Signal wires by layer:
Drawn at 4 px/micron. Two of the layers only.
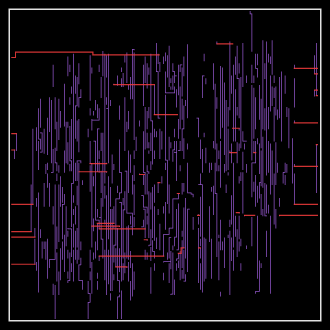
Layout detail:
Window x 24 to 54, y 24 to 54 microns. Cells in grey, sequential cells in the stronger grey; small squares are vias.
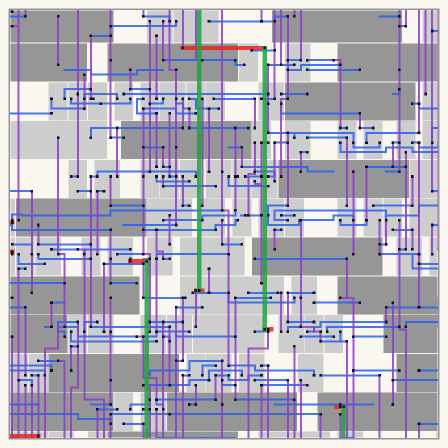
Cell outlines without signal wires:
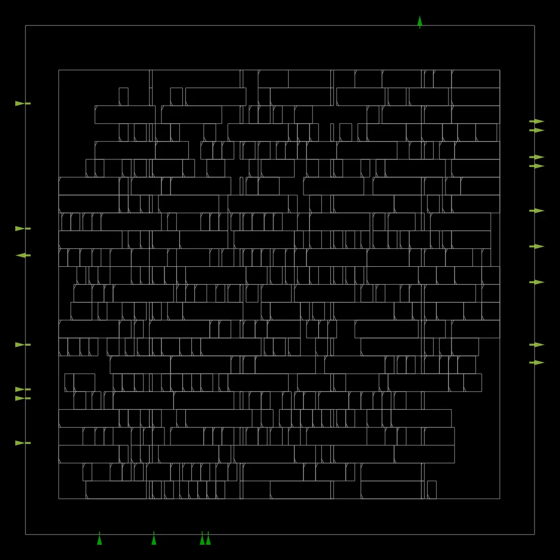
Wire density map:
Drawn at 4 px/micron. 16 x 16 tiles, from dark purple (low) to yellow (high), scaled to the fullest tile. Values are wire area over tile area, all layers added.
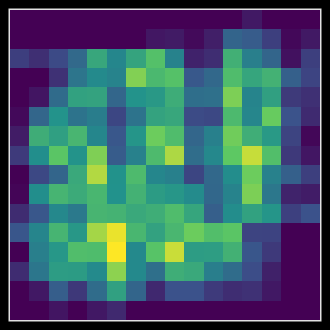
Gate families picked out:
Drawn at 4 px/micron.
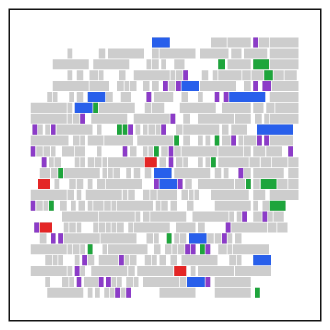
**src/rtl/count_display_driver.sv**
```systemverilog
// Binary-to-decimal display driver: change-triggered iterative double-dabble
// feeding a multiplexed 7-segment scanner with leading-zero blanking.
module count_display_driver #(
   parameter int N        = 8,
   parameter int DIGITS   = 3,
   parameter int SCAN_DIV = 4
) (
   input  logic              clk,
   input  logic              reset,
   input  logic [N-1:0]      q,
   output logic [6:0]        seg,
   output logic [DIGITS-1:0] an,
   output logic              busy
);

   localparam int IW   = (N > 1) ? $clog2(N) : 1;
   localparam int DW   = (SCAN_DIV > 1) ? $clog2(SCAN_DIV) : 1;
   localparam int XW   = (DIGITS > 1) ? $clog2(DIGITS) : 1;
   localparam int BW   = 4 * DIGITS;

   typedef enum logic [1:0] {IDLE, SHIFT, DONE} state_t;

   state_t        r_state;
   logic [N-1:0]  r_shreg;
   logic [BW-1:0] r_bcd;
   logic [BW-1:0] r_bcd_disp;
   logic [N-1:0]  r_last_q;
   logic [IW-1:0] r_iter;
   logic          r_force;
   logic [DW-1:0] r_div;
   logic [XW-1:0] r_idx;

   logic [BW-1:0]     w_bcd_adj;
   logic [DIGITS-1:0] w_zero_hi;
   logic [3:0]        w_nib;
   logic              w_blank;

   function automatic logic [6:0] decode(input logic [3:0] d);
      case (d)
         4'd0: decode = 7'h3F;
         4'd1: decode = 7'h06;
         4'd2: decode = 7'h5B;
         4'd3: decode = 7'h4F;
         4'd4: decode = 7'h66;
         4'd5: decode = 7'h6D;
         4'd6: decode = 7'h7D;
         4'd7: decode = 7'h07;
         4'd8: decode = 7'h7F;
         4'd9: decode = 7'h6F;
         default: decode = 7'h00;
      endcase
   endfunction

   // Add-3 correction applied before each shift
   always_comb begin
      w_bcd_adj = r_bcd;
      for (int i = 0; i < DIGITS; i++) begin
         if (r_bcd[4*i +: 4] >= 4'd5)
            w_bcd_adj[4*i +: 4] = r_bcd[4*i +: 4] + 4'd3;
      end
   end

   always_ff @(posedge clk or negedge reset) begin
      if (!reset) begin
         r_state    <= IDLE;
         r_shreg    <= '0;
         r_bcd      <= '0;
         r_bcd_disp <= '0;
         r_last_q   <= '0;
         r_iter     <= '0;
         r_force    <= 1'b1;
      end else begin
         case (r_state)
            IDLE: begin
               if (r_force || (q != r_last_q)) begin
                  r_shreg  <= q;
                  r_last_q <= q;
                  r_bcd    <= '0;
                  r_iter   <= '0;
                  r_force  <= 1'b0;
                  r_state  <= SHIFT;
               end
            end
            SHIFT: begin
               {r_bcd, r_shreg} <= {w_bcd_adj[BW-2:0], r_shreg, 1'b0};
               r_iter           <= r_iter + 1'b1;
               if (r_iter == IW'(N - 1))
                  r_state <= DONE;
            end
            DONE: begin
               r_bcd_disp <= r_bcd;
               r_state    <= IDLE;
            end
            default: r_state <= IDLE;
         endcase
      end
   end

   assign busy = (r_state != IDLE);

   always_ff @(posedge clk or negedge reset) begin
      if (!reset) begin
         r_div <= '0;
         r_idx <= '0;
      end else if (r_div == DW'(SCAN_DIV - 1)) begin
         r_div <= '0;
         r_idx <= (r_idx == XW'(DIGITS - 1)) ? '0 : r_idx + 1'b1;
      end else begin
         r_div <= r_div + 1'b1;
      end
   end

   // w_zero_hi[i]: digit i and every digit above it are zero
   always_comb begin
      w_zero_hi = '0;
      w_zero_hi[DIGITS-1] = (r_bcd_disp[4*(DIGITS-1) +: 4] == 4'd0);
      for (int i = DIGITS - 2; i >= 0; i--)
         w_zero_hi[i] = (r_bcd_disp[4*i +: 4] == 4'd0) && w_zero_hi[i+1];
   end

   always_comb begin
      w_nib   = 4'd0;
      w_blank = 1'b0;
      for (int i = 0; i < DIGITS; i++) begin
         if (r_idx == XW'(i)) begin
            w_nib   = r_bcd_disp[4*i +: 4];
            w_blank = (i > 0) && w_zero_hi[i];
         end
      end
   end

   assign seg = w_blank ? 7'h00 : decode(w_nib);
   assign an  = DIGITS'(1) << r_idx;

endmodule

```
**config.mk**
```make
export PLATFORM = sky130hd
export DESIGN_NAME = count_display_driver
export DESIGN_NICKNAME = d
export VERILOG_FILES = /design/src/rtl/count_display_driver.sv
export SDC_FILE = /design/constraint.sdc
export NUM_CORES = 1
export LEC_CHECK = 0
export ABC_AREA = 1
export CORE_MARGIN = 5
export CORE_UTILIZATION = 60
export DETAILED_ROUTE_END_ITERATION = 16
export DONT_BUFFER_PORTS = 1
export PLACE_DENSITY = 0.84
export SYNTH_ARGS = -nofsm -noshare
export SYNTH_HDL_FRONTEND = slang
export SYNTH_SLANG_ARGS = --single-unit
```
**constraint.sdc**
```tcl
create_clock -name clk -period 2 [get_ports clk]
set_clock_uncertainty 0.05 [all_clocks]
set_input_delay 0.4 -clock clk [delete_from_list [all_inputs] [get_ports clk]]
set_output_delay 0.4 -clock clk [all_outputs]
set_load 0.05 [all_outputs]
```
==> summary.txt <==
status: finished with violations
failing checks: negative setup slack
WP buf/inv: 3
Worst-path clk slew: 0.10 ns
setup slack after layout: -0.353 ns
instance count on the critical path: 9
CP peak stage delay: 0.49 ns
post-synthesis cell type with the largest combined area: dfrtp_1
period utilisation layout: 118%
Least-Margin Pin Slew: 0.607 ns
# setup viols final: 7
setup tns final: -2.33 ns
Critical-path top delay cell: dfrtp_2
global-route wire length before repair: 10100 microns
Post-CTS Repair Setup Buffers: 1
Worst slew margin: 59.4%
Pre-antenna DRT Iters: 4
synthesized area: 0.00273 sq mm
logic area: 0.00142 sq mm
Hold WC Path Type: primary input to flip-flop
Final Hold Slack: 0.188 ns
grt total ovfl: 0
internal power component: 3.20 mW
final hold violations: 0
count of tool warnings: 32
Place WS: -0.147 ns
DP Area: 0.00311 sq mm
Multi-In Gates: 239
Routed Antenna Nets: 0
Yosys Warn Count: 0
Max Fclk: 425 MHz
Gate power share: 60.6%
Initial Utilization: 62.4%
Back to the opening pictures, 'signal wires by layer':
Key: purple = met2 [wire length 3060 microns]; red = met3 [wire length 181 microns]
detailed-route wire length: 5820 microns
vias: 2281
post-DR wirelength/cell: 13.8 microns

Back to the opening pictures, 'layout detail':
Key: green = met4; red = met3; blue = met1; purple = met2
79 logic cells have their middle in the window. Netlist names of flops here include `r_bcd_disp` (7), `r_bcd` (5), `r_shreg` (2). Sequential cells in the window: 16. Most frequent: nand2_1 (18), dfrtp_1 (16), nand3_1 (13).

Back to the opening pictures, 'cell outlines without signal wires':
tally of non-filler cells in the final layout: 422
Final Util: 75.9%
flop share of the area: 37.7%
row count: 24
tap cells: 52

Back to the opening pictures, 'wire density map':
The mean over all tiles is 0.15. 33% of the tiles are over half the peak. The densest ninth of the die: centre. 20% of the tiles are nearly empty. The fullest tile reaches 0.44.
Total GRT Usage: 20.6%

Back to the opening pictures, 'gate families picked out':
Key: green = NOR gates [cells 19, most used nor2_1]; purple = inverters [cells 47, most used inv_1, where spread over the die]; blue = adder and majority cells [cells 11, most used ha_1]; red = XOR/XNOR gates [cells 4, most used xor2_1]
Comb/total area: 42.5%
top logic cell by instance count in the layout: nand2_1

Power is estimated from default activity; no workload was simulated.
